Design regfile_mp, sky130hd; sources not shown.
### Signal metal coverage by tile, run 1

32 x 32 tiles, from dark purple (low) to yellow (high), scaled to the fullest tile. Values are wire area over tile area, all layers added.
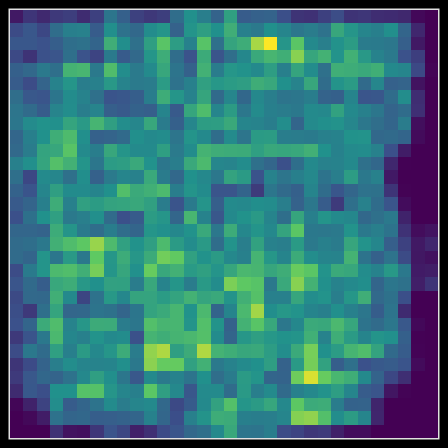
mean over tiles: 0.24
tiles over half the peak: 33%
nearly empty tiles: 5.7%
global routing usage summed across all routing layers: 30.3%
total detailed-routing wirelength: 147000 microns

### Sequential cells grouped by signal name, run 1

The bar under the picture is 100 microns long. Other sequential cells in the stronger grey, the rest of the logic in the fainter grey.
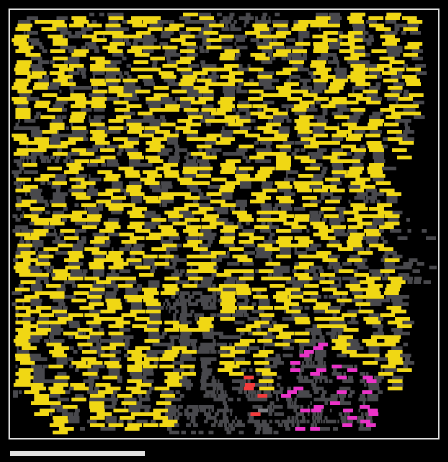
legend:
  `pend`:
    colour: magenta
    placed_flops: 32
    where: bottom right
  `mem`:
    colour: yellow
    placed_flops: 1024
    where: spread over the die
  `idx`:
    colour: red
    placed_flops: 5
    where: bottom middle
power drawn by the sequential cells: 9030 uW
Reg area: 31500 sq um
final core utilization: 58.0%

### Cell density map, run 1

The bar under the picture is 100 microns long. 32 x 32 tiles, from dark purple (low) to yellow (high), 0 to 100% covered.
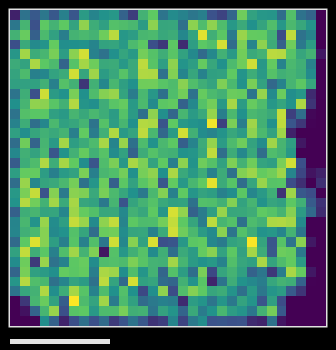
tiles over 75% full: 20%
emptiest ninth of the die: bottom right
fullest tile: 100%
nearly empty tiles: 5.5%
mean over tiles: 55%
Std-Cell Core Area: 98600 sq um
fraction of the core area occupied by cells at floorplan: 50.5%

==> git commit body, run 1 <==
Record implementation results from latest flow run

- Summed over all layers, the global routing overflow is 0.
- CP Launch Type: input port
- In this design, the largest share of critical-path delay is due to buffers and inverters.
* Worst path required time: 5.49 ns
- Non-clock buffer contribution to total cell area: 4.55%
* Proportion of power drawn by combinational gates: ~6%
* Fraction of synthesized area in multiplexers: 29.3%
- Critical path depth: 7
* Cell leakage power: 0.0190 uW
- Xor-xnor portion of the synthesized cell area: less than 1%
- The register with the most flip-flops in the layout has 1024 of them.
* Post-place instance area: 53400 sq um
* Sw Pwr: 3950 uW
* Die Area: between 100000 and 150000 sq um
- After detailed routing, the met2 layer carries just over 70000 microns of wire.
* Most used standard cells in the synthesized netlist: 1024 x edfxtp_1, 528 x mux4_2, 267 x mux2i_1
* DRT iter0 DRCs: 2990
- Yosys stat counts ~2.5k cells in the synthesized netlist.
- Met3 wire length: 11600 microns
- The share of synthesized area in the top cell type comes to 61.8%.
- RSZ-0062 raised after global routing: false
* Number of flip-flops and latches: between 1k and 1.5k
- The layout summary lists the proportion of cells stronger than drive strength 1 as a little under a third.
* Site Rows: between 100 and 150
- Number of cells traversed by the worst register-to-register path: 6
- The flow reports power dissipated in the clock network as between 8000 and 9000 uW.
- The run finished with clean final reports.
- Timing analysis after detailed placement gives a worst setup slack of around 0.68 ns.
- Across all stage logs, warnings added up to 29.
* Final hold violation count: 0
- In the setup report, the worst path falls into the class in -> reg.
* Pins over their slew limit: 0
- Most used cells in the layout excluding fill and tap cells: 1024 x edfxtp_1, 528 x mux4_2, 267 x mux2i_1
- Insertion delay at the late pin of the worst-skew pair: 0.68 ns
- Number of nets in the layout: 2690
- The layout report lists the multi-input gate area as 17500 sq um.
- The flow inserted 1287 tap cells.
* Ports placed on the boundary: 130
* Ys flop type: edfxtp_1
- Of the total synthesized cell area, the portion taken by full adders, half adders and majority gates is 0.0503%.
- Clock tree root buffer cell: clkbuf_16
- The final layout report lists a non-clock inverter count of 5.
- Global routing used between 40% and 50% of the available met2 tracks.
- Once layout is done, the placed cells without fillers occupy between 50000 and 60000 sq um.
- HPWL Detailed: 81200 microns
- For met3 alone, demand over resource in global routing was 4.52%.
- In the final layout, multi-input gates take up 30.7% of the cell area.
- The gate-level netlist out of Yosys references roughly 57 unique cell types.
* TritonCTS clock tree: done
* Proportion of register bits with asynchronous set or reset after synthesis: 0%
- Looking at the area split, the leading class of cells is sequential cells.
- Tightest Hold Check Type: reg -> reg
* CP cell instances: dlygate4sd3_1 > nor4_2 > or2_0 > a31oi_1 > clkbuf_1 > and2_0 > clkbuf_1
* Top sig layer: met4
- The slew check shows that the tightest pin keeps a relative margin of 3.27%.
* Cell occurring most often along the worst timing path: clkbuf_1
- DRC violations left: 0
- In this run, post-CTS repair resized a total of 0 instances.
- Summing internal, switching and leakage power gives 18200 uW.
- Most used standard cell by instance count after synthesis: edfxtp_1
* Via count of the first global-routing pass: 28.7k
* CP Data Arrival Time: around 5.1 ns
* Die outline height: 318 microns
- Initial antenna violation count: 6
* Net switching fraction of the power: between 20% and 30%
- Cell at the slowest stage of the critical path: clkbuf_1
* Synth logic family: multiplexers
- Fillers: just over 7k
- The H-tree generated during clock tree synthesis spans 3 levels.
- Cell Count, Final, Fillers Out: 4009
* Post-synthesis chip area from yosys: 49800 sq um
- Overall via count from detail_route: 27.8k
- No sink is reached through more buffers than the 3 on the longest clock path.
* Crit path max fanout: 32
- The number of maximum-capacitance violations recorded for the run is 0.
- Number of clock buffers inserted by TritonCTS: 117
- Sequential group share of total power: about half
- The number of antenna diodes in the final layout is 2.
- Hold buffer count at cts: 0
* Buffers excl. clock: 244
- According to the CTS report, the clock sink count is 1062.
- Total of buffers placed on input and output ports: 129
* Count of placed standard cells including taps: 3789
- Layout multi-input combinational cell count: between 1k and 1.5k
- Summing the sequential cell areas from Yosys gives 63.3% of the chip area.
- Area fraction in and, or, nand and nor cells after synthesis: between 1.5 and 2%
- Peak clock frequency supported by timing: 201 MHz
- The worst setup path is captured at a flip-flop.
- Number of routed nets with antenna violations: 0
- Setup total negative slack on the finished layout was measured at 0 ns.
- The combinational power reported by the tool is 1090 uW.
- Netlist Area Pre-Place: 49800 sq um
- Setup slack of the critical path after layout: approximately 0.42 ns
- For this run, the final setup violation count is recorded as 0.
* Cell type with the largest total area after synthesis: edfxtp_1
- Across the VDD grid, the largest voltage drop is 295 uV.
* Fraction of power consumed by the clock network: approximately 44%
- Reg2reg setup slack: 0.80 ns
- Mean instance size in the synthesized netlist: between 20 and 25 sq um
- Counting both buffers and inverters, the worst setup path holds a total of 3.
* Floorplan die width: between 300 and 400 microns
- Growth of design area from synthesis to finish: 14.9%
- Hold Crit Depth: 2
* Wire length per cell: about 37 microns
- Highest-count logic cell in the final layout: edfxtp_1
- Clock cells make up 6.78% of the layout cell area.
- Post-layout min period: 4.98 ns
- Crit-path max cell delay: 1.09 ns
* First-pass GRT wire length: 211000 microns
* Pin count of the biggest net entering global routing: 102
- Floorplan Nets: 2523
* Leading power group: sequential cells
* Synthesized netlist cell count: 2458
- Via count normalized by instance count: just under 7
- Number of flip-flops and latches in the synthesized netlist: 1062
- The global routing stage identified its most utilized layer as met2.
* Wire length on met1: a little under 60000 microns
### The clock network, run 1

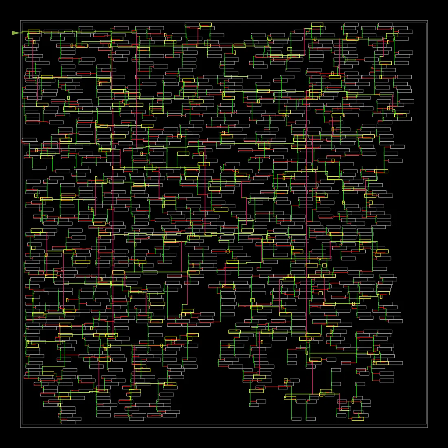

==> run 1 -> run 2 <==
--- a/config.mk
+++ b/config.mk
@@ -15,6 +15,7 @@
 export MAX_ROUTING_LAYER = met4
 export PLACE_DENSITY_LB_ADDON = 0.1
 export RECOVER_POWER = 50
+export REMOVE_ABC_BUFFERS = 1
 export SYNTH_ARGS = -nofsm -noshare
 export SYNTH_HDL_FRONTEND = slang
 export SYNTH_SLANG_ARGS = --single-unit
### The clock network, run 2

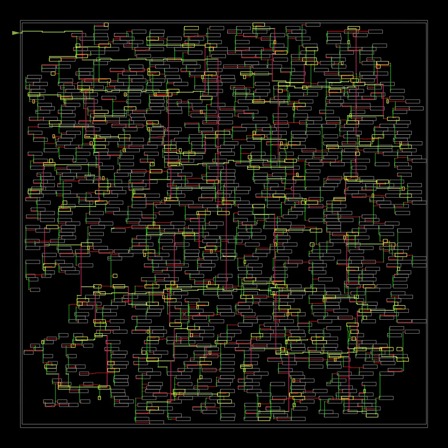
number of flip-flops and latches: 1062
number of sinks handled by clock tree synthesis: 1062
power attributed to the clock group: 8470 uW
number of clock buffers inserted by TritonCTS: 130

### Sequential cells grouped by signal name, run 2

The bar under the picture is 100 microns long. Other sequential cells in the stronger grey, the rest of the logic in the fainter grey.
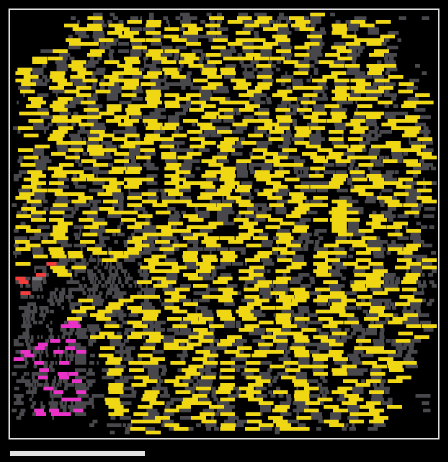
legend:
  `mem`:
    colour: yellow
    placed_flops: 1024
    where: spread over the die
  `pend`:
    colour: magenta
    placed_flops: 32
    where: bottom left
  `idx`:
    colour: red
    placed_flops: 5
not coloured: 1
final core utilization: 58.0%
Seq area share: 55.1%
power drawn by the sequential cells: 9040 uW

### Cell density map, run 2

The bar under the picture is 100 microns long. 32 x 32 tiles, from dark purple (low) to yellow (high), 0 to 100% covered.
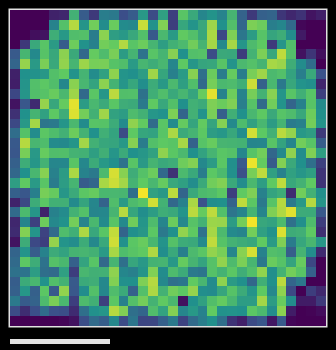
mean over tiles: 55%
fullest tile: 98%
tiles over 75% full: 19%
nearly empty tiles: 3.6%

==> run 2 against run 1 <==
  * The flow now finishes with violations (capacitance limit, slew limit)
  * Via count about the same
  * Worst setup slack better by 0.057 ns
  * Clock power increased by 5.2%
  * Cell area is essentially flat
  * Routed wire length down 2.8%
  * Non-clock buffer count is 12 higher
==> git commit body, run 2 <==
Record implementation results from latest flow run

* Total of buffers placed on input and output ports: 129
- For this run, the detailed router reports a per-instance via density of 6.88.
- Number of diodes added for antenna fixing: 0
* Most used standard cell by instance count after synthesis: edfxtp_1
- Number of nets in the layout: 2715
- Number of routed nets with antenna violations: 0
- Initial antenna violation count: 3
* Pins over their slew limit: 270
- Wire length on met1: 58200 microns
- Post-layout min period: slightly below 5 ns
* Top sig layer: met4
* Proportion of power drawn by combinational gates: roughly 5.7%
* TritonCTS clock tree: done
- After synthesis the cells add up to 49800 sq um.
* Cell family contributing the most delay on the critical path: buffers and inverters
* Proportion of netlist area held by the largest area contributor: 61.8%
- Counting the fill cells in the layout gives 7223.
- The report lists the number of cells resized after CTS as 0.
* Reg area: 31500 sq um
* Mean instance size in the synthesized netlist: 20.2 sq um
- CTS HTree Levels: 4
- # Max-Cap Violations: 11
* Worst rel slew slack: -26.8%
* Fraction of area in multi-input gates: 30.6%
- The net switching power in the latest report is about 4000 uW.
* Peak clock frequency supported by timing: 203 MHz
- RSZ-0062 raised after global routing: false
* Clk buf depth: 3
* Crit path max fanout: 20
* Number of flip-flops and latches in the synthesized netlist: 1062
* DRC violations left: 0
- All stages included, the depth of the critical timing path comes to 7.
* Proportion of register bits with asynchronous set or reset after synthesis: 0%
* Fraction of power consumed by the clock network: 45.6%
- Yosys adder share: 0.0503%
* VDD IR-drop max: 291 uV
- Busiest grt layer: met2
* Die outline height: 318 microns
* Buffers excl. clock: between 200 and 300
- Post-synth cell types: 57
- The pre-CTS setup check shows a worst slack of about 0.61 ns.
- The global route stage reports its total congestion overflow as 0.
- Synth logic family: multiplexers
* Area fraction in and, or, nand and nor cells after synthesis: 1.93%
- Met2 routing resource usage after global routing: between 40% and 50%
* Non-clock inverter count in the final layout: 5
* Final hold violation count: 0
* Post-synthesis chip area from yosys: 49800 sq um
- Die Area: 101000 sq um
- Xor-xnor portion of the synthesized cell area: less than 1%
* Tightest Hold Check Type: reg -> reg
* Most used standard cells in the synthesized netlist: 1024 x edfxtp_1, 528 x mux4_2, 267 x mux2i_1
* Highest-count logic cell in the final layout: edfxtp_1
- met3 track demand over resource after global routing is about 5%.
* Number of cells traversed by the worst register-to-register path: 7
- The analysis attributes to cell leakage a power of 0.0191 uW.
- In this run, power in combinational logic comes to 1060 uW.
* Most used cells in the layout excluding fill and tap cells: 1024 x edfxtp_1, 528 x mux4_2, 267 x mux2i_1
- Overall via count from detail_route: approximately 28k
- Floorplan die width: between 300 and 400 microns
* Post-place instance area: 53300 sq um
* Ports placed on the boundary: 130
* Yosys Instances: 2458
- Measured on the final layout, buffering overhead outside the clock network stands at between 4 and 5%.
- Clock tree cell share of total cell area: under 10%
- Crit end category: flip-flop
- Listed in order, past its start point the critical path passes dlygate4sd3_1 > nor4b_1 > or2_0 > a31o_1 > a22oi_1 > nor4_1 > clkbuf_1.
- Hold Crit Depth: 1
- Among all stages on the critical path, the maximum delay recorded is roughly 1.3 ns.
* Reg2reg setup slack: 1.10 ns
- Hold buffer count at cts: 0
* Pin count of the biggest net entering global routing: 84
- Summed over all layers, the routed wires come to 143000 microns.
- CP Data Arrival Time: between 5 and 6 ns
* Total number of tap cells: between 1k and 1.5k
- Fraction of layout instances using a drive strength above 1: 30.4%
- The via count of the first global-routing pass was 28.9k.
* Met1 Resource Use GR: 40.9%
* Worst setup path class: in -> reg
- The total area inside the core boundary comes to ~100000 sq um.
- Wire length per cell: 35.3 microns
- The layout contains a multi-input combinational cell count of 1195.
* Fraction of synthesized area in multiplexers: 29.3%
- For the final routed database, the setup TNS stands at 0 ns.
- The most used flip-flop cell after synthesis is edfxtp_1.
* CP Launch Type: input port
* Worst path required time: 5.51 ns
* DRT iter0 DRCs: 3506
* OpenROAD warning count: 25
- HPWL Detailed: 83200 microns
* Proportion of synthesized chip area in sequential cells: between 60% and 70%
- Cell at the slowest stage of the critical path: clkbuf_1
- Sequential group share of total power: 48.7%
- Leading power group: sequential cells
- From the final report, the count of setup violators was given as 0.
- Site Rows: 115
- Design Area, Final: 57200 sq um
* Cell type with the largest total area after synthesis: edfxtp_1
- Before placement the cells fill 50.5% of the core.
* Flip-flop count of the largest register after layout: 1024
- The run finished, with violations left.
- Along the critical path, the tally of buffer and inverter instances is 2.
- Area used by multi-input combinational logic: 17500 sq um
- Failing checks: capacitance limit, slew limit
* Global routing usage summed across all routing layers: 29.6%
Power figures rest on the tool's default switching activity, not on a simulated workload.
